==> src/rtl/detector_pkg.sv <==
// Shared definitions for the detector stream packer: FSM states, FIFO word
// layout and pointer-width helper.
package detector_pkg;

  typedef enum logic [1:0] {
    IDLE  = 2'd0,
    FRAME = 2'd1,
    CLOSE = 2'd2
  } state_t;

  // Flag offsets above the data field inside a FIFO word {sop, eop, data}
  localparam int unsigned EOP_OFS = 0;
  localparam int unsigned SOP_OFS = 1;

  function automatic int unsigned ptr_width(input int unsigned depth);
    int unsigned w;
    w = 0;
    for (int unsigned i = 0; i < 32; i++) begin
      if ((32'd1 << i) < depth) w = i + 1;
    end
    return w;
  endfunction

endpackage

==> src/rtl/detector_sync_fifo.sv <==
// Single-clock show-ahead FIFO; a push into a full FIFO is accepted only
// when a pop frees a slot in the same cycle.
module detector_sync_fifo
  import detector_pkg::*;
#(
  parameter int unsigned DATA_WIDTH = 18,
  parameter int unsigned DEPTH      = 64
) (
  input  logic                  clk,
  input  logic                  rst,
  input  logic                  push,
  input  logic [DATA_WIDTH-1:0] wdata,
  input  logic                  pop,
  output logic [DATA_WIDTH-1:0] rdata,
  output logic                  full,
  output logic                  empty
);

  localparam int unsigned AW = ptr_width(DEPTH);

  logic [DATA_WIDTH-1:0] mem [DEPTH];
  logic [AW-1:0]         wr_ptr;
  logic [AW-1:0]         rd_ptr;
  logic [AW:0]           count;
  logic                  wr_en;
  logic                  rd_en;

  assign full  = (count == (AW+1)'(DEPTH));
  assign empty = (count == '0);
  assign rd_en = pop & ~empty;
  assign wr_en = push & (~full | rd_en);
  assign rdata = mem[rd_ptr];

  always_ff @(posedge clk) begin
    if (wr_en) mem[wr_ptr] <= wdata;
  end

  always_ff @(posedge clk) begin
    if (rst) begin
      wr_ptr <= '0;
      rd_ptr <= '0;
      count  <= '0;
    end else begin
      if (wr_en) wr_ptr <= wr_ptr + 1'b1;
      if (rd_en) rd_ptr <= rd_ptr + 1'b1;
      unique case ({wr_en, rd_en})
        2'b10:   count <= count + 1'b1;
        2'b01:   count <= count - 1'b1;
        default: count <= count;
      endcase
    end
  end

endmodule

==> src/rtl/detector_stream_packer.sv <==
// Packs the delayed detector pixel bus into a ready/valid stream with sop/eop
// marks, buffered in a FIFO; also measures frame geometry and flags drops.
module detector_stream_packer
  import detector_pkg::*;
#(
  parameter int unsigned DATA_WIDTH = 16,
  parameter int unsigned FIFO_DEPTH = 64,
  parameter int unsigned CNT_WIDTH  = 12
) (
  input  logic                  clk,
  input  logic                  rst,
  input  logic                  enable,
  input  logic                  err_clr,
  input  logic [DATA_WIDTH-1:0] datain,
  input  logic                  fval,
  input  logic                  lval,
  output logic [DATA_WIDTH-1:0] dout_data,
  output logic                  dout_valid,
  input  logic                  dout_ready,
  output logic                  dout_sop,
  output logic                  dout_eop,
  output logic [CNT_WIDTH-1:0]  frame_width,
  output logic [CNT_WIDTH-1:0]  frame_height,
  output logic                  frame_done,
  output logic                  overflow
);

  localparam int unsigned WW = DATA_WIDTH + 2;

  state_t                state;
  logic                  fval_r, fval_d, lval_r, lval_d;
  logic [DATA_WIDTH-1:0] data_r;
  logic                  hold_full, hold_sop, sop_arm;
  logic [DATA_WIDTH-1:0] hold_data;
  logic [CNT_WIDTH-1:0]  pix_cnt, line_cnt;

  logic                  fval_rise, fval_fall, lval_rise, pix, start, active;
  logic                  push, fifo_pop, fifo_full, fifo_empty;
  logic [WW-1:0]         push_word, fifo_rdata;

  always_comb begin
    fval_rise = fval_r & ~fval_d;
    fval_fall = ~fval_r & fval_d;
    lval_rise = lval_r & ~lval_d;
    pix       = fval_r & lval_r;
    start     = (state == IDLE) & fval_rise & enable;
    active    = (state == FRAME) | start;
    push      = 1'b0;
    push_word = '0;
    push_word[DATA_WIDTH-1:0]       = hold_data;
    push_word[DATA_WIDTH + SOP_OFS] = hold_sop;
    if ((state == FRAME) && fval_fall && hold_full) begin
      push = 1'b1;
      push_word[DATA_WIDTH + EOP_OFS] = 1'b1;
    end else if (active && pix && hold_full) begin
      push = 1'b1;
    end
  end

  assign fifo_pop   = dout_ready & ~fifo_empty;
  assign dout_valid = ~fifo_empty;
  assign dout_data  = fifo_empty ? '0 : fifo_rdata[DATA_WIDTH-1:0];
  assign dout_sop   = ~fifo_empty & fifo_rdata[DATA_WIDTH + SOP_OFS];
  assign dout_eop   = ~fifo_empty & fifo_rdata[DATA_WIDTH + EOP_OFS];

  // fval history resets high so a frame already in progress at reset release
  // never looks like a rising edge.
  always_ff @(posedge clk) begin
    if (rst) begin
      state        <= IDLE;
      fval_r       <= 1'b1;
      fval_d       <= 1'b1;
      lval_r       <= 1'b0;
      lval_d       <= 1'b0;
      data_r       <= '0;
      hold_full    <= 1'b0;
      hold_sop     <= 1'b0;
      hold_data    <= '0;
      sop_arm      <= 1'b0;
      pix_cnt      <= '0;
      line_cnt     <= '0;
      frame_width  <= '0;
      frame_height <= '0;
      frame_done   <= 1'b0;
      overflow     <= 1'b0;
    end else begin
      fval_r     <= fval;
      fval_d     <= fval_r;
      lval_r     <= lval;
      lval_d     <= lval_r;
      data_r     <= datain;
      frame_done <= 1'b0;

      if (push && fifo_full && !fifo_pop) overflow <= 1'b1;
      else if (err_clr)                   overflow <= 1'b0;

      unique case (state)
        IDLE: begin
          if (start) begin
            state   <= FRAME;
            sop_arm <= 1'b1;
          end
        end
        FRAME: begin
          if (fval_fall) begin
            hold_full <= 1'b0;
            state     <= CLOSE;
          end
        end
        CLOSE: begin
          frame_done   <= 1'b1;
          frame_width  <= pix_cnt;
          frame_height <= line_cnt;
          pix_cnt      <= '0;
          line_cnt     <= '0;
          hold_full    <= 1'b0;
          hold_sop     <= 1'b0;
          sop_arm      <= 1'b0;
          state        <= IDLE;
        end
        default: state <= IDLE;
      endcase

      if (active && pix) begin
        hold_full <= 1'b1;
        hold_data <= data_r;
        hold_sop  <= start | sop_arm;
        sop_arm   <= 1'b0;
        if (lval_rise) begin
          pix_cnt <= CNT_WIDTH'(1);
          if (line_cnt != '1) line_cnt <= line_cnt + 1'b1;
        end else if (pix_cnt != '1) begin
          pix_cnt <= pix_cnt + 1'b1;
        end
      end
    end
  end

  detector_sync_fifo #(
    .DATA_WIDTH(WW),
    .DEPTH     (FIFO_DEPTH)
  ) u_fifo (
    .clk  (clk),
    .rst  (rst),
    .push (push),
    .wdata(push_word),
    .pop  (fifo_pop),
    .rdata(fifo_rdata),
    .full (fifo_full),
    .empty(fifo_empty)
  );

endmodule

==> config.mk <==
export PLATFORM = sky130hd
export DESIGN_NAME = detector_stream_packer
export DESIGN_NICKNAME = d
export VERILOG_FILES = /design/src/rtl/detector_pkg.sv /design/src/rtl/detector_sync_fifo.sv /design/src/rtl/detector_stream_packer.sv
export SDC_FILE = /design/constraint.sdc
export NUM_CORES = 1
export LEC_CHECK = 0
export CAP_MARGIN = 25
export CORE_ASPECT_RATIO = 1.2
export CORE_MARGIN = 2
export CORE_UTILIZATION = 35
export DETAILED_ROUTE_END_ITERATION = 8
export GPL_ROUTABILITY_DRIVEN = 0
export PLACE_DENSITY = 0.5
export SETUP_SLACK_MARGIN = 0.4
export SLEW_MARGIN = 10
export SYNTH_ARGS = -nofsm -noshare
export SYNTH_HDL_FRONTEND = slang
export SYNTH_SLANG_ARGS = --single-unit
==> constraint.sdc <==
create_clock -name clk -period 4.2 [get_ports clk]
set_clock_uncertainty 0.15 [all_clocks]
set_input_delay 0.84 -clock clk [delete_from_list [all_inputs] [get_ports clk]]
set_output_delay 0.84 -clock clk [all_outputs]
set_load 0.02 [all_outputs]
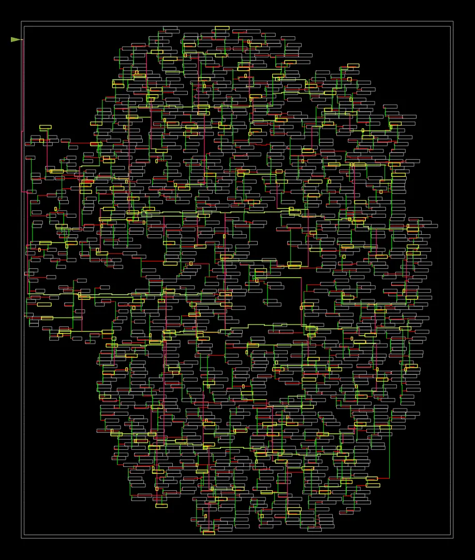
final_clocks.png
cts bufs inserted: 131
Clock Sinks: 1268

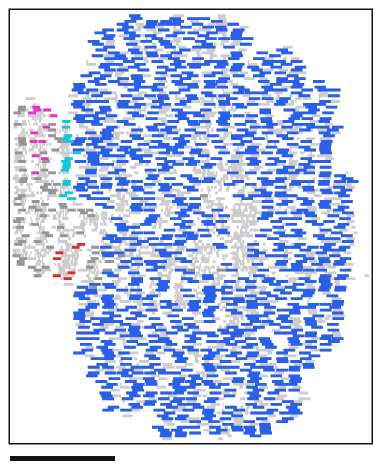
registers.png
Scale bar: 100 um.
- u_fifo.count: red (flops 7; where middle left)
- hold_data: cyan (flops 16)
- u_fifo.mem: blue (flops 1152)
- line_cnt: magenta (flops 12; where upper left)
- not coloured: 81
Register Area: 37000 sq um
sequential power: 13.7 mW
final core utilization: 0.437

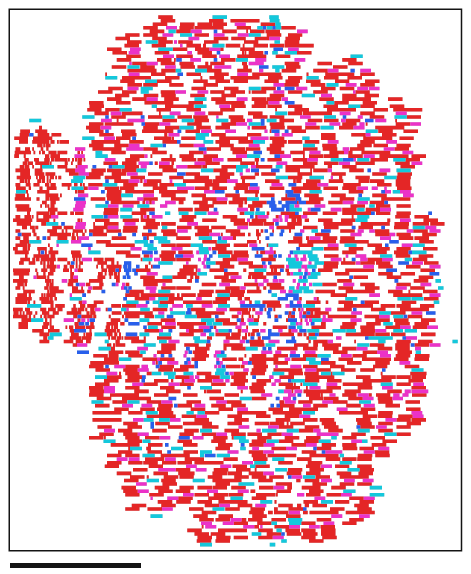
drive_strength.png
Scale bar: 100 um.
- drive 3 to 4: blue (cells 262; most used buf_4)
- drive 2: magenta (cells 495; most used mux4_2)
- drive 6 and up: cyan (cells 297; most used clkbuf_16)
- drive 1 or less: red (cells 1941; most used edfxtp_1)

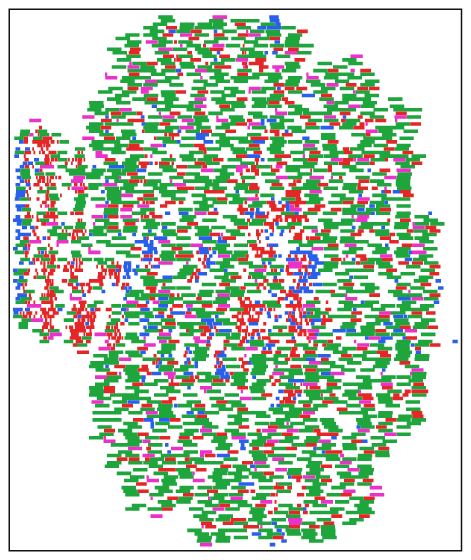
cell_classes.png
- flip-flops: green (cells 1268)
- clock drivers and dummy loads: magenta (cells 237)
- all other logic: red (cells 1126)
- other buffers and delay cells: blue (cells 364)

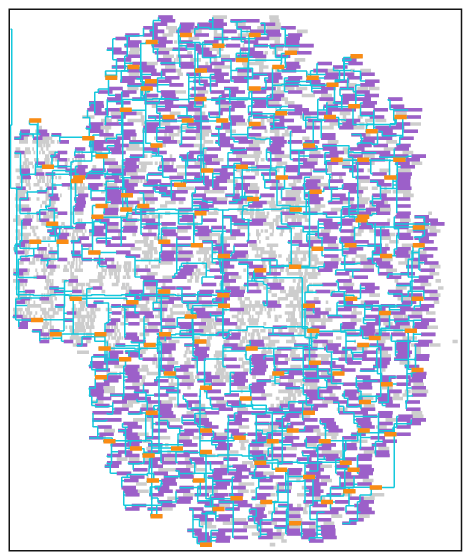
clock_map.png
- flip-flops: purple (count 1268)
- clock wires: cyan (length 15300 um)
- cells driving clock nets: orange (count 131)
- routed clock nets: 132
- flops lie: all over the die

==> run_results.csv <==
group,metric,value,unit
power_and_ir_drop,power-per-cell-area,552,nW/um^2
hold_path,hold_start,"data_r[14]",
logic_synthesis,ys_sh_adder,0.00273,
status,status,"complete, but fails checks",
logic_synthesis,synthesis.nets,2566,
detailed_routing,antenna_left,0,
logic_synthesis,netlist.top_cell.by_area,"edfxtp_1",
placement,post_dp_cell_area,53300,sq um
clock_tree,clk_latency,0.76,ns
final_timing,min_period,4.22,ns
logic_synthesis,syn-cell-area,48600,sq um
clock_tree,post_cts_resize_count,282,
detailed_routing,wl_per_cell,29.6,um
critical_path,r2r-end,"u_fifo.count[6]",
logic_synthesis,ys_cells,2533,
die,rows,149,
layout,final_cell_count_no_fill,4808,
final_timing,rsz0062_at_grt,"yes",
clock_tree,path_clk_slew,0.06,ns
logic_synthesis,mux_share,0.139,
run,tool_warnings,28,
die,fp_util,0.353,
clock_tree,hold_buffers,0,
layout,final_area,60200,sq um
layout,final_nets,2924,
logic_synthesis,syn_area_per_cell,19.2,sq um
layout,drive_above_1_share,0.352,
global_route,antenna_found_initial,3,
status,violations,"negative setup slack",
run,maxCapViolations,0,
global_route,grt.overflow.total,0,
detailed_routing,drtPass1Iterations,5,
critical_path,startpoint_type,"flop",
logic_synthesis,topCombFamilyByArea,"multiplexers",
logic_synthesis,ff_type,"edfxtp_1",
placement,place_hpwl,90400,um
detailed_routing,drtIter0Drc,2456,
logic_synthesis,synthCells,2533,
final_timing,fin_tns_setup,-0.0154,ns
logic_synthesis,async_reset_ff_frac,0,
critical_path,path_max_fanout,8,
final_timing,fin_crit_sh,1.00,
die,die_h,412,um
critical_path,worstPathRequired,3.21,ns
clock_tree,ctsRootBufferMaster,"clkbuf_16",
layout,syn2layout_area_growth,23.9,%
final_timing,tightestPinTransition,0.977,ns
layout,fillers,11900,
logic_synthesis,yosys_area,48600,sq um
clock_tree,post_cts_buffers,43,
global_route,grt_start_max_net_pins,66,
detailed_routing,drc,0,
clock_tree,cts_tree,"built",
clock_tree,htreeDepth,4,
detailed_routing,num_vias,26200,
critical_path,r2r_setup_slack,0.57,ns
critical_path,timing.critical_path.to,"dout_data[10]",
hold_path,worst_hold_path.endpoint,"hold_data[14]",
logic_synthesis,synth_seq_share,0.760,
critical_path,crit_arrival,3.23,ns
logic_synthesis,ys_sh_simple,0.0423,
logic_synthesis,edf_count,1152,
hold_path,hold_class,"flop to flop",
die,io_pins,68,
power_and_ir_drop,power,33.2,mW
detailed_routing,via_per_inst,5.45,
global_route,grt_usage,0.201,
global_route,grt_pass1_wl,202000,um
power_and_ir_drop,power.leakage,20.9,nW
critical_path,worstRegToRegCells,14,
critical_path,r2r-start,"u_fifo.count[3]",
logic_synthesis,top_cells_by_area,"edfxtp_1, mux4_2, dfxtp_1, nor2_1, nand2_1",
final_timing,hold_violations,0,
final_timing,setup_viol,1,
clock_tree,clockBufferDepth,3,
die,die_w,344,um
final_timing,fin_hold_ws,0.277,ns
placement,port_buffers,67,
final_timing,max_freq,237,MHz
final_timing,setup_ws,-0.0154,ns
==> worst max-delay path, stage by stage (launching register included) <==
cell and delay, ns:
dfxtp_4 0.37, buf_12 0.16, buf_12 0.14, buf_16 0.15
mux4_2 0.38, o22ai_2 0.10, nor3_2 0.56, o21ai_2 0.14
o41ai_2 0.09, buf_4 0.21, buf_4 0.14
==> routing by layer <==
layer  wire length [um]  vias up  global-route usage
met5                  0        -                   0
met3               8450      214              0.0385
met2              71900      972               0.341
li1                   -    11000                   -
met4               4720        0              0.0672
met1              57100    14000               0.260
==> final cells by class <==
| type | instances | area [sq um] | area share |
|---|---|---|---|
| timing repair buffer | 364 | 4190 | 0.0697 |
| antenna | 1 | 2.50 | 0.0000416 |
| tap | 1812 | 2270 | 0.0377 |
| clock inverter | 61 | 727 | 0.0121 |
| clock buffer | 176 | 3680 | 0.0611 |
| multi-input combinational | 1116 | 12300 | 0.204 |
| inverter | 10 | 37.5 | 0.000624 |
| sequential | 1268 | 37000 | 0.614 |
==> flip-flops by register name (all words and copies together), names as in the netlist, 2 cells and up, named ones only <==
register	flops
hold_data	16
line_cnt	12
frame_width	12
u_fifo.rd_ptr	6
data_r	16
state	2
u_fifo.wr_ptr	6
frame_height	12
u_fifo.count	7
u_fifo.mem	1152
pix_cnt	12
==> power by group <==
group | internal (mW) | switching (mW) | total, mW
clock network | 7.04 | 4.90 | 11.9
registers | 13.6 | 0.0716 | 13.7
logic | 3.83 | 3.73 | 7.56
total | 24.5 | 8.70 | 33.2
==> cells in the final DEF (no fill, tap or decap), types with 47 or more instances in the layout <==
cell	count
edfxtp_1	1152
clkdlybuf4s50_1	47
buf_4	190
clkbuf_16	142
a21oi_1	68
nor2_2	72
dfxtp_1	94
buf_12	63
nand2_1	132
mux4_2	268
nor2_1	87
Power is estimated from default activity; no workload was simulated.
